<file path="src/rtl/soc_evt_tx_pkg.sv">
// Shared types and helpers for the SoC-peripheral event transmitter.
package soc_evt_tx_pkg;

  // Wide enough for any practical source count plus the overflow slot.
  localparam int SLOT_W = 16;

  typedef logic [SLOT_W-1:0] slot_idx_t;

  typedef enum logic {
    ST_IDLE = 1'b0,
    ST_HOLD = 1'b1
  } tx_state_e;

  function automatic int cnt_max(input int w);
    return (1 << w) - 1;
  endfunction

  function automatic int evt_id(input int base, input slot_idx_t idx);
    return base + int'(idx);
  endfunction

endpackage

</file>
<file path="src/rtl/soc_evt_tx_rr_arb.sv">
// Round-robin arbiter: grants the first request strictly after the last grant.
module soc_evt_tx_rr_arb
  import soc_evt_tx_pkg::*;
#(
  parameter int N = 32
) (
  input  logic         clk_i,
  input  logic         rst_ni,
  input  logic [N-1:0] req_i,
  input  logic         gnt_en_i,
  output logic [N-1:0] gnt_o,
  output slot_idx_t    idx_o,
  output logic         any_o
);

  slot_idx_t last_q;
  slot_idx_t hi_idx, lo_idx;
  logic      hi_found;

  // Scan downward so the lowest eligible index wins; "hi" candidates sit
  // after the pointer, "lo" is the wrapped fallback.
  always_comb begin
    hi_idx   = '0;
    lo_idx   = '0;
    hi_found = 1'b0;
    for (int j = N - 1; j >= 0; j--) begin
      if (req_i[j]) begin
        lo_idx = slot_idx_t'(j);
        if (j > int'(last_q)) begin
          hi_idx   = slot_idx_t'(j);
          hi_found = 1'b1;
        end
      end
    end
  end

  assign any_o = |req_i;
  assign idx_o = hi_found ? hi_idx : lo_idx;

  always_comb begin
    gnt_o = '0;
    for (int j = 0; j < N; j++)
      gnt_o[j] = any_o && (slot_idx_t'(j) == idx_o);
  end

  // Reset to the last slot so slot 0 has top priority.
  always_ff @(posedge clk_i or negedge rst_ni) begin
    if (!rst_ni)                 last_q <= slot_idx_t'(N - 1);
    else if (gnt_en_i && any_o)  last_q <= idx_o;
  end

endmodule

</file>
<file path="src/rtl/soc_periph_evt_tx.sv">
// SoC-side event transmitter toward the cluster SoC event FIFO.
// Optional overflow event slot: define SOC_EVT_TX_OVFL_EVT_EN.
module soc_periph_evt_tx
  import soc_evt_tx_pkg::*;
#(
  parameter int NB_SRC     = 32,
  parameter int EVNT_WIDTH = 8,
  parameter int CNT_W      = 2,
  parameter int ID_BASE    = 0
) (
  input  logic                  clk_i,
  input  logic                  rst_ni,
  input  logic [NB_SRC-1:0]     evt_i,
  input  logic [NB_SRC-1:0]     evt_mask_i,
  input  logic [NB_SRC-1:0]     ovfl_clr_i,
  output logic [NB_SRC-1:0]     ovfl_o,
  output logic                  evt_valid_o,
  input  logic                  evt_ready_i,
  output logic [EVNT_WIDTH-1:0] evt_data_o,
  output logic                  busy_o
);

`ifdef SOC_EVT_TX_OVFL_EVT_EN
  localparam int NSLOT = NB_SRC + 1;
`else
  localparam int NSLOT = NB_SRC;
`endif
  localparam logic [CNT_W-1:0] CMAX = CNT_W'(cnt_max(CNT_W));

  logic [NB_SRC-1:0][CNT_W-1:0] cnt_q;
  logic [NB_SRC-1:0]            inc, dec, pend, ovf_set;
  logic [NSLOT-1:0]             req, gnt;
  slot_idx_t                    gnt_idx;
  logic                         any_req, load_en, gnt_en;
  logic [EVNT_WIDTH-1:0]        id_next;
  tx_state_e                    state_q, state_d;

  assign load_en = (state_q == ST_IDLE) | evt_ready_i;
  assign gnt_en  = load_en & any_req;
  assign inc     = evt_i & evt_mask_i;
  assign dec     = gnt[NB_SRC-1:0] & {NB_SRC{load_en}};

  always_comb begin
    pend    = '0;
    ovf_set = '0;
    for (int i = 0; i < NB_SRC; i++) begin
      pend[i]    = |cnt_q[i];
      ovf_set[i] = inc[i] & ~dec[i] & (cnt_q[i] == CMAX);
    end
  end

  // Simultaneous inc and dec cancel; a saturated count holds on overflow.
  always_ff @(posedge clk_i or negedge rst_ni) begin
    if (!rst_ni) begin
      cnt_q  <= '0;
      ovfl_o <= '0;
    end else begin
      for (int i = 0; i < NB_SRC; i++) begin
        if (inc[i] && !dec[i] && cnt_q[i] != CMAX) cnt_q[i] <= cnt_q[i] + CNT_W'(1);
        else if (!inc[i] && dec[i])                cnt_q[i] <= cnt_q[i] - CNT_W'(1);
        if (ovf_set[i])         ovfl_o[i] <= 1'b1;
        else if (ovfl_clr_i[i]) ovfl_o[i] <= 1'b0;
      end
    end
  end

`ifdef SOC_EVT_TX_OVFL_EVT_EN
  logic ovfl_evt_q;

  // A fresh overflow in the granting cycle keeps the flag set.
  always_ff @(posedge clk_i or negedge rst_ni) begin
    if (!rst_ni) ovfl_evt_q <= 1'b0;
    else         ovfl_evt_q <= (|ovf_set) | (ovfl_evt_q & ~(gnt[NB_SRC] & load_en));
  end

  assign req    = {ovfl_evt_q, pend};
  assign busy_o = (|pend) | ovfl_evt_q | evt_valid_o;
`else
  assign req    = pend;
  assign busy_o = (|pend) | evt_valid_o;
`endif

  soc_evt_tx_rr_arb #(
    .N (NSLOT)
  ) u_arb (
    .clk_i    (clk_i),
    .rst_ni   (rst_ni),
    .req_i    (req),
    .gnt_en_i (gnt_en),
    .gnt_o    (gnt),
    .idx_o    (gnt_idx),
    .any_o    (any_req)
  );

  assign id_next = EVNT_WIDTH'(evt_id(ID_BASE, gnt_idx));

  always_comb begin
    state_d = state_q;
    if (load_en) state_d = any_req ? ST_HOLD : ST_IDLE;
  end

  always_ff @(posedge clk_i or negedge rst_ni) begin
    if (!rst_ni) state_q <= ST_IDLE;
    else         state_q <= state_d;
  end

  // Data holds its last ID when the register drains empty.
  always_ff @(posedge clk_i or negedge rst_ni) begin
    if (!rst_ni)     evt_data_o <= '0;
    else if (gnt_en) evt_data_o <= id_next;
  end

  assign evt_valid_o = (state_q == ST_HOLD);

endmodule

</file>
<file path="config.mk">
export PLATFORM = sky130hd
export DESIGN_NAME = soc_periph_evt_tx
export DESIGN_NICKNAME = d
export VERILOG_FILES = /design/src/rtl/soc_evt_tx_pkg.sv /design/src/rtl/soc_evt_tx_rr_arb.sv /design/src/rtl/soc_periph_evt_tx.sv
export SDC_FILE = /design/constraint.sdc
export NUM_CORES = 1
export LEC_CHECK = 0
export CORE_MARGIN = 2
export CORE_UTILIZATION = 50
export DETAILED_ROUTE_END_ITERATION = 16
export PLACE_DENSITY = 0.86
export REMOVE_ABC_BUFFERS = 1
export SYNTH_ARGS = -nofsm -noshare
export SYNTH_HDL_FRONTEND = slang
export SYNTH_SLANG_ARGS = --single-unit
</file>
<file path="constraint.sdc">
create_clock -name clk_i -period 9.16 [get_ports clk_i]
set_input_delay 1.832 -clock clk_i [delete_from_list [all_inputs] [get_ports clk_i]]
set_output_delay 1.832 -clock clk_i [all_outputs]
set_load 0.02 [all_outputs]
</file>
registers.png
(4 px per um) Other sequential cells in the stronger grey, the rest of the logic in the fainter grey.
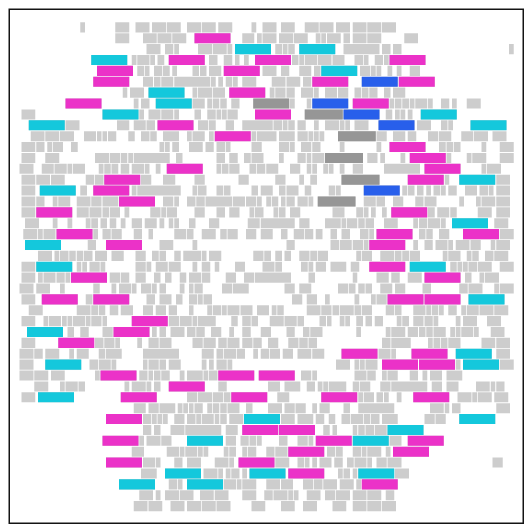
| colour | netlist name | flops | where |
|---|---|---|---|
| cyan | ovfl_o | 32 | spread over the die |
| magenta | cnt_q | 64 | spread over the die |
| blue | evt_data_o | 5 | top right |
not coloured: 6
final core utilization: 0.618
Power Sequential: 0.659 mW
Sequential Area: 2680 um2
sequential fraction of total cell area: 0.287

pdn.png
(3 px per um) Pins as bars on the die edge.
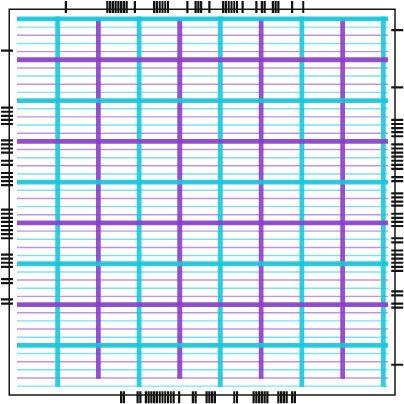
| colour | net |
|---|---|
| cyan | VSS |
| purple | VDD |
met5 straps: 9
signal pins: 141
met4 straps: 9
area inside the core boundary: 15,100 um2
maximum ir drop on the vdd rail: 0.176 mV
die x size: 128 um
Die Span Y: 128 um

final_congestion.png
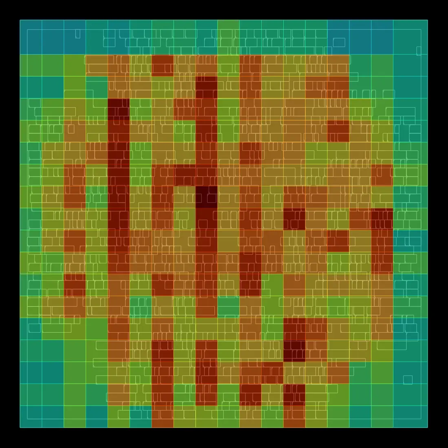
wire per inst: 18.4 um
global routing usage on met3: 0.0380
met1 GRT Util: 0.386
layer with the highest usage after global routing: met2

clock_map.png
(4 px per um)
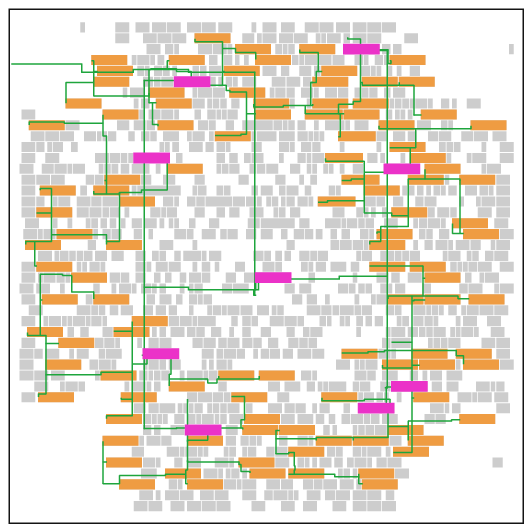
[magenta] cells driving clock nets | count: 9
[green] clock wires | length: 1,490 um
[orange] flip-flops | count: 107
flops lie: spread over the die
routed clock nets: 10
proportion of power drawn by the clock network: 0.207
Max Clock Skew: 0.0119 ns
Clk power: 0.406 mW

==> impl_metrics.xml <==
<?xml version="1.0" encoding="UTF-8"?>
<metrics>
  <group name="sta">
    <metric name="hold_viol_final" unit="">0</metric>
    <metric name="totalNegativeSetupSlack" unit="ns">0</metric>
    <metric name="finalClockPeriodUsage" unit="">0.560</metric>
    <metric name="tightestPinTransition" unit="ns">1.01</metric>
    <metric name="timing.final.setup_violations" unit="">0</metric>
    <metric name="maxSlewHeadroom" unit="">0.326</metric>
  </group>
  <group name="setup_path">
    <metric name="slowest_stage" unit="">or4_1</metric>
    <metric name="endpoint" unit="">busy_o</metric>
    <metric name="critical_path_buf_inv_count" unit="">1</metric>
    <metric name="regToRegSetupSlack" unit="ns">4.53</metric>
    <metric name="r2r-end" unit="">cnt_q[12]</metric>
    <metric name="cp_dominant_cell_by_count" unit="">or4_1</metric>
    <metric name="cp_startpoint" unit="">cnt_q[7]</metric>
    <metric name="critical-path-max-stage-delay" unit="ns">0.63</metric>
    <metric name="timing.setup.critical_path_class" unit="">register to primary output</metric>
    <metric name="path_cells" unit="">or4_1 -&gt; or4_1 -&gt; or2_1 -&gt; or3_1 -&gt; clkdlybuf4s50_1</metric>
    <metric name="arrival" unit="ns">3.30</metric>
    <metric name="reg2reg_depth" unit="">10</metric>
  </group>
  <group name="finish">
    <metric name="final-instance-count-excl-fill" unit="">1232</metric>
    <metric name="largest_registers" unit="">cnt_q: 64 flops, ovfl_o: 32 flops</metric>
    <metric name="most_common_logic_cell_in_the_routed_design" unit="">clkdlybuf4s50_1</metric>
    <metric name="buffers_excl_clock" unit="">146</metric>
    <metric name="final.fill_count" unit="">1293</metric>
    <metric name="clkCellAreaFrac" unit="">0.0317</metric>
    <metric name="combGateArea" unit="um2">4520</metric>
    <metric name="final_cell_area" unit="um2">9370</metric>
    <metric name="comb_area_frac" unit="">0.483</metric>
  </group>
  <group name="clock_network">
    <metric name="cts_repair_resize_count" unit="">0</metric>
    <metric name="tritoncts" unit="">done</metric>
    <metric name="cts.sink_count" unit="">107</metric>
    <metric name="htree_levels" unit="">3</metric>
  </group>
  <group name="synthesis">
    <metric name="main_logic_family_after_synthesis" unit="">simple AND/OR/NAND/NOR gates</metric>
    <metric name="ff_type" unit="">dfrtp_1</metric>
    <metric name="synthAdderAreaFrac" unit="">0.00130</metric>
    <metric name="synth.area.top_cells" unit="">dfrtp_1 33%, nand2_1 5.1%, nor2_1 4.4%</metric>
    <metric name="yosys.area_share.aoi" unit="">0.288</metric>
    <metric name="avg_synthesized_cell_area" unit="um2">8.06</metric>
    <metric name="synthMuxAreaShare" unit="">0</metric>
    <metric name="synth.cells.most_frequent" unit="">104 x nand2_1, 102 x dfrtp_1, 91 x nor2_1</metric>
    <metric name="synthSimpleGateAreaFrac" unit="">0.294</metric>
    <metric name="yosysTopAreaCell" unit="">dfrtp_1</metric>
    <metric name="synthCells" unit="">955</metric>
    <metric name="post_synth_instance_area" unit="um2">7700</metric>
    <metric name="ys_types" unit="">76</metric>
    <metric name="synthXorXnorAreaFrac" unit="">0</metric>
  </group>
  <group name="pwr">
    <metric name="power_density" unit="nW/um2">210</metric>
    <metric name="switching_share" unit="">0.469</metric>
    <metric name="power_frac_seq" unit="">0.336</metric>
    <metric name="leakage" unit="nW">3.53</metric>
    <metric name="cellInternalPower" unit="mW">1.04</metric>
    <metric name="net_sw_power" unit="mW">0.922</metric>
  </group>
  <group name="worst_hold_path">
    <metric name="hold_end" unit="">ovfl_o[27]</metric>
    <metric name="holdCritPathClass" unit="">register to register</metric>
    <metric name="hold-path-cell-count" unit="">1</metric>
  </group>
  <group name="drt">
    <metric name="viasPerCell" unit="">6.47</metric>
    <metric name="drt_pass1_iterations" unit="">6</metric>
    <metric name="postRouteWirelength" unit="mm">22.7</metric>
    <metric name="wl_met3" unit="mm">1.65</metric>
    <metric name="first_iter_violations" unit="">880</metric>
    <metric name="antenna_violating_nets_remaining" unit="">0</metric>
    <metric name="routed-via-count" unit="">7965</metric>
  </group>
  <group name="global_routing">
    <metric name="grt_usage" unit="">0.277</metric>
    <metric name="vias_in_the_first_global_route" unit="">7181</metric>
    <metric name="grt_remaining_overflow" unit="">0</metric>
  </group>
  <group name="floorplan">
    <metric name="tapcell.inserted" unit="">188</metric>
  </group>
  <group name="status">
    <metric name="outcome" unit="">completed</metric>
  </group>
  <group name="placement">
    <metric name="gp_congestion" unit="">0.984</metric>
    <metric name="dp_hpwl" unit="mm">16.0</metric>
    <metric name="port_buffers" unit="">137</metric>
    <metric name="dp_cells" unit="">1216</metric>
  </group>
</metrics>
No activity file was given, so power comes from the tool's default toggle rates.
